--- config.mk ---
export PLATFORM = sky130hd
export DESIGN_NAME = interp_diag_sched
export DESIGN_NICKNAME = d
export VERILOG_FILES = /design/src/rtl/interp_diag_sched.sv
export SDC_FILE = /design/constraint.sdc
export NUM_CORES = 1
export LEC_CHECK = 0
export CAP_MARGIN = 10
export CORE_MARGIN = 10
export CORE_UTILIZATION = 35
export CTS_BUF_LIST = sky130_fd_sc_hd__clkbuf_4 sky130_fd_sc_hd__clkbuf_8
export CTS_CLUSTER_DIAMETER = 200
export DETAILED_ROUTE_END_ITERATION = 12
export DONT_BUFFER_PORTS = 1
export RECOVER_POWER = 50
export SYNTH_ARGS = -nofsm -noshare
export SYNTH_HDL_FRONTEND = slang
export SYNTH_SLANG_ARGS = --single-unit
export TNS_END_PERCENT = 100
--- constraint.sdc ---
create_clock -name clk -period 2.4 [get_ports clk]
set_input_delay 0.48 -clock clk [delete_from_list [all_inputs] [get_ports clk]]
set_output_delay 0.48 -clock clk [all_outputs]
set_load 0.02 [all_outputs]
--- src/rtl/interp_diag_sched.sv ---
// Scheduler for a shared diagonal interpolation unit. It issues four directions
// per sample set, collects the fixed-latency results and presents them as one set.
module interp_diag_sched #(
    parameter int LAT = 4,
    parameter int DW  = 8,
    parameter int RW  = 24
) (
    input  logic            clk,
    input  logic            rst_n,
    input  logic            in_valid_i,
    output logic            in_ready_o,
    input  logic [4*DW-1:0] q45_i,
    input  logic [4*DW-1:0] q135_i,
    input  logic [4*DW-1:0] q225_i,
    input  logic [4*DW-1:0] q315_i,
    input  logic            last_i,
    input  logic            flush_i,
    output logic            calc_valid_o,
    output logic [1:0]      calc_sel_o,
    output logic [DW-1:0]   calc_a_o,
    output logic [DW-1:0]   calc_b_o,
    output logic [DW-1:0]   calc_c_o,
    output logic [DW-1:0]   calc_d_o,
    input  logic [RW-1:0]   calc_data_i,
    output logic            out_valid_o,
    input  logic            out_ready_i,
    output logic [RW-1:0]   s2_o,
    output logic [RW-1:0]   s4_o,
    output logic [RW-1:0]   s6_o,
    output logic [RW-1:0]   s8_o,
    output logic            done_o
);

    typedef enum logic [1:0] {IDLE, ISSUE, WAIT, OUT} state_t;

    state_t            r_state;
    state_t            w_state_next;
    logic [4*DW-1:0]   r_quad [4];
    logic [RW-1:0]     r_res [4];
    logic [3:0]        r_res_vld;
    logic [1:0]        r_cnt;
    logic              r_last;
    logic              r_done;
    logic [LAT-1:0]    r_tag_vld;
    logic [1:0]        r_tag_sel [LAT];

    logic              w_issue;
    logic              w_accept;
    logic              w_out_hs;
    logic              w_tag_hit;
    logic [1:0]        w_tag_sel;
    logic [3:0]        w_res_vld_next;
    logic [4*DW-1:0]   w_issue_quad;

    assign w_issue   = (r_state == ISSUE);
    assign w_accept  = in_valid_i & in_ready_o & ~flush_i;
    assign w_out_hs  = out_valid_o & out_ready_i;
    assign w_tag_hit = r_tag_vld[LAT-1];
    assign w_tag_sel = r_tag_sel[LAT-1];

    // Ready is masked by reset so the handshake cannot be seen while held in reset.
    assign in_ready_o  = (r_state == IDLE) & rst_n;
    assign out_valid_o = (r_state == OUT);
    assign done_o      = r_done;
    assign s2_o        = r_res[0];
    assign s4_o        = r_res[1];
    assign s6_o        = r_res[2];
    assign s8_o        = r_res[3];

    always_comb begin
        w_res_vld_next = r_res_vld;
        if (w_tag_hit) begin
            w_res_vld_next[w_tag_sel] = 1'b1;
        end
    end

    always_comb begin
        w_issue_quad = r_quad[r_cnt];
        calc_valid_o = 1'b0;
        calc_sel_o   = 2'd0;
        calc_a_o     = '0;
        calc_b_o     = '0;
        calc_c_o     = '0;
        calc_d_o     = '0;
        if (w_issue) begin
            calc_valid_o = 1'b1;
            calc_sel_o   = r_cnt;
            calc_a_o     = w_issue_quad[4*DW-1:3*DW];
            calc_b_o     = w_issue_quad[3*DW-1:2*DW];
            calc_c_o     = w_issue_quad[2*DW-1:DW];
            calc_d_o     = w_issue_quad[DW-1:0];
        end
    end

    // The final result lands on the same edge that enters OUT, giving 4+LAT cycles.
    always_comb begin
        w_state_next = r_state;
        unique case (r_state)
            IDLE:  if (w_accept) w_state_next = ISSUE;
            ISSUE: if (r_cnt == 2'd3) w_state_next = WAIT;
            WAIT:  if (w_res_vld_next == 4'hF) w_state_next = OUT;
            OUT:   if (out_ready_i) w_state_next = IDLE;
            default: w_state_next = IDLE;
        endcase
        if (flush_i) begin
            w_state_next = IDLE;
        end
    end

    always_ff @(posedge clk or negedge rst_n) begin
        if (!rst_n) begin
            r_state   <= IDLE;
            r_cnt     <= 2'd0;
            r_last    <= 1'b0;
            r_done    <= 1'b0;
            r_res_vld <= 4'd0;
            r_tag_vld <= '0;
            for (int k = 0; k < 4; k++) begin
                r_quad[k] <= '0;
                r_res[k]  <= '0;
            end
            for (int k = 0; k < LAT; k++) begin
                r_tag_sel[k] <= 2'd0;
            end
        end else begin
            r_state      <= w_state_next;
            r_done       <= w_out_hs & r_last & ~flush_i;
            r_tag_vld[0] <= w_issue & ~flush_i;
            r_tag_sel[0] <= r_cnt;
            for (int k = 1; k < LAT; k++) begin
                r_tag_vld[k] <= r_tag_vld[k-1] & ~flush_i;
                r_tag_sel[k] <= r_tag_sel[k-1];
            end
            if (w_accept) begin
                r_quad[0] <= q45_i;
                r_quad[1] <= q135_i;
                r_quad[2] <= q225_i;
                r_quad[3] <= q315_i;
                r_last    <= last_i;
                r_cnt     <= 2'd0;
                r_res_vld <= 4'd0;
            end else if (flush_i) begin
                r_res_vld <= 4'd0;
            end else begin
                if (w_issue) begin
                    r_cnt <= r_cnt + 2'd1;
                end
                r_res_vld <= w_res_vld_next;
            end
            // A result coinciding with a flush belongs to the aborted set.
            if (w_tag_hit && !flush_i) begin
                r_res[w_tag_sel] <= calc_data_i;
            end
        end
    end

endmodule

Fig. 1: met1 routing
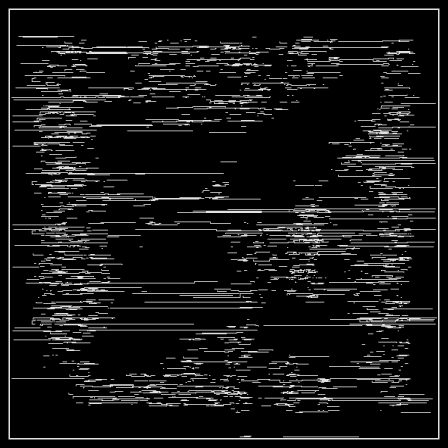
longest straight run	80.0 microns
nets with wire on the layer	770
final WL: 26700 microns
vias: 5524
met1 usage: 15.3%

Fig. 2: M2 wires
Scale bar: 50 microns.
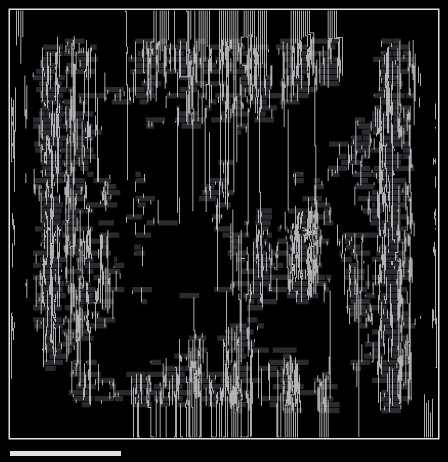
share of all routed wire	47%
main direction	vertical
longest straight run	81.6 microns

==> GITHUB_STEP_SUMMARY <==
## Implementation flow summary

| Metric | Value |
|---|---|
| Failing checks | `hold timing, setup timing` |
| Clock-pin slew of the registers on the worst-case setup and hold paths | `0.06 ns` |
| Post-CTS Hold Buffers | `1` |
| Routed wl met2 | `12500 microns` |
| Setup Viol. Count Final | `4` |
| Post-Synth XOR/XNOR Area | `0.0844%` |
| Main flop type | `dfrtp_1` |
| GRT Max-Usage Layer | `met2` |
| Crit path DAT | `1.93 ns` |
| Setup slack after layout | `-0.00769 ns` |
| WL met3 | `3540 microns` |
| Final hold vios | `246` |
| Worst Hold Class | `input port to async pin` |
| Status | `complete, but fails checks` |
| # Cells Yosys | `636` |
| Final slew viol count | `0` |
| Nets@finish | `837` |
| WHS | `-0.367 ns` |
| Mapped cell area | `about 10000 sq um` |
| Chip height | `192 microns` |
| Worst path most repeated cell | `buf_12` |
| CP Cell Sequence | `buf_12, buf_12, mux4_2, and2_4` |
Fig. 3: metal 3
Scale bar: 50 microns.
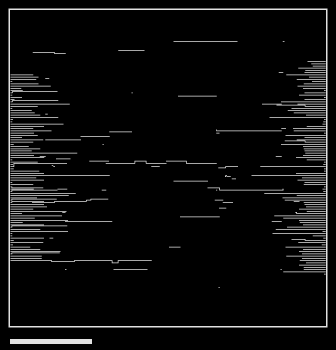
wire length on this layer	3540 microns
main direction	horizontal
longest straight run	60.0 microns
M3 GR Usage: 7.76%

Fig. 4: the metal 4 layer
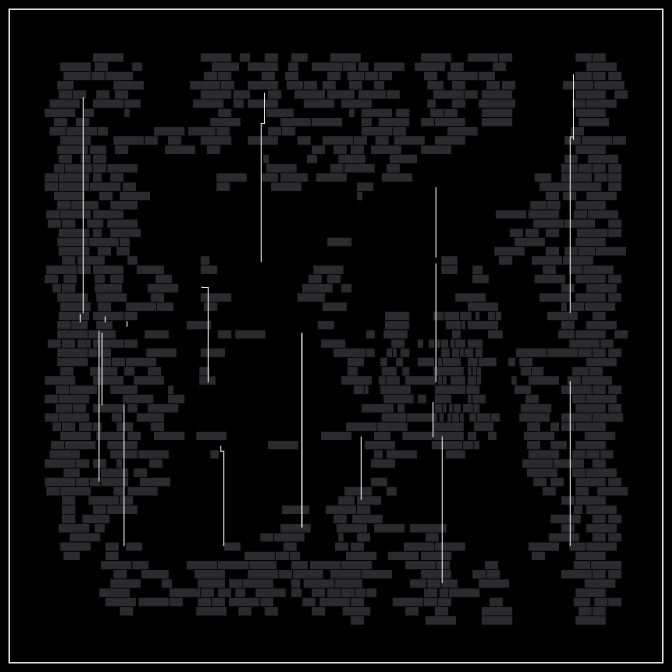
wire length on this layer	589 microns
main direction	vertical

what timing repair did:
item | in CTS | in global routing
endpoints found under the setup margin | 33 | 33
setup buffers | 5 | 3
pin swaps | 0 | 19
gates resized | 74 | 2
cloned | 2 | 2
hold endpoints to repair | 250 | 246
report_power, final:
part / switching, mW / internal (mW) / leakage [nW]
Clock: 1.72 / 2.45 / 0.518
Combinational: 1.69 / 2.54 / 1.71
Sequential: 1.17 / 5.59 / 3.14
metrics by stage:
stage                     std cells  util, %  hold WS, ns  worst slack (ns)
final                          1098     41.5       -0.367          -0.00769
after global routing           1095     41.5       -0.415            -0.105
after CTS                      1089     41.4       -0.412            -0.130
after detailed placement       1001     37.2        0.193             0.230
after global placement         1001     37.2        0.192             0.295
after floorplan                 636        -        0.184             0.424
sequential cells by signal (all words and copies together) (netlist names):
signal,flops
done_o,1
r_cnt,2
r_last,1
r_quad,128
r_res_vld,4
r_state,2
r_tag_sel,6
r_tag_vld,4
s2_o,24
s4_o,24
s6_o,24
s8_o,24
w_tag_sel,2
cell type report:
type / count / area (sq um) / area share (%)
diodes: 6 / 15.0 / 0.125
clock buffers: 65 / 832 / 6.90
clock inverters: 15 / 139 / 1.15
inverters: 5 / 18.8 / 0.156
multi-input cells: 348 / 4000 / 33.2
flip-flops and latches: 246 / 6160 / 51.1
well taps: 384 / 480 / 3.99
repair buffers: 29 / 410 / 3.41
synth_stat cells, types with 2 or more instances:
master	count	area share, %
dfrtp_1	246	59
mux2_2	225	24
and2_1	35	2.1
mux4_2	32	6.9
buf_6	18	2.0
nand2_1	9	0.33
buf_2	7	0.34
clkbuf_1	7	0.25
nor2b_1	7	0.42
ha_1	6	0.72
nor2_1	6	0.22
buf_4	5	0.36
a31oi_1	4	0.24
inv_1	4	0.14
nand3_1	2	0.096
nor3_4	2	0.31
Power and IR drop assume default switching activity.
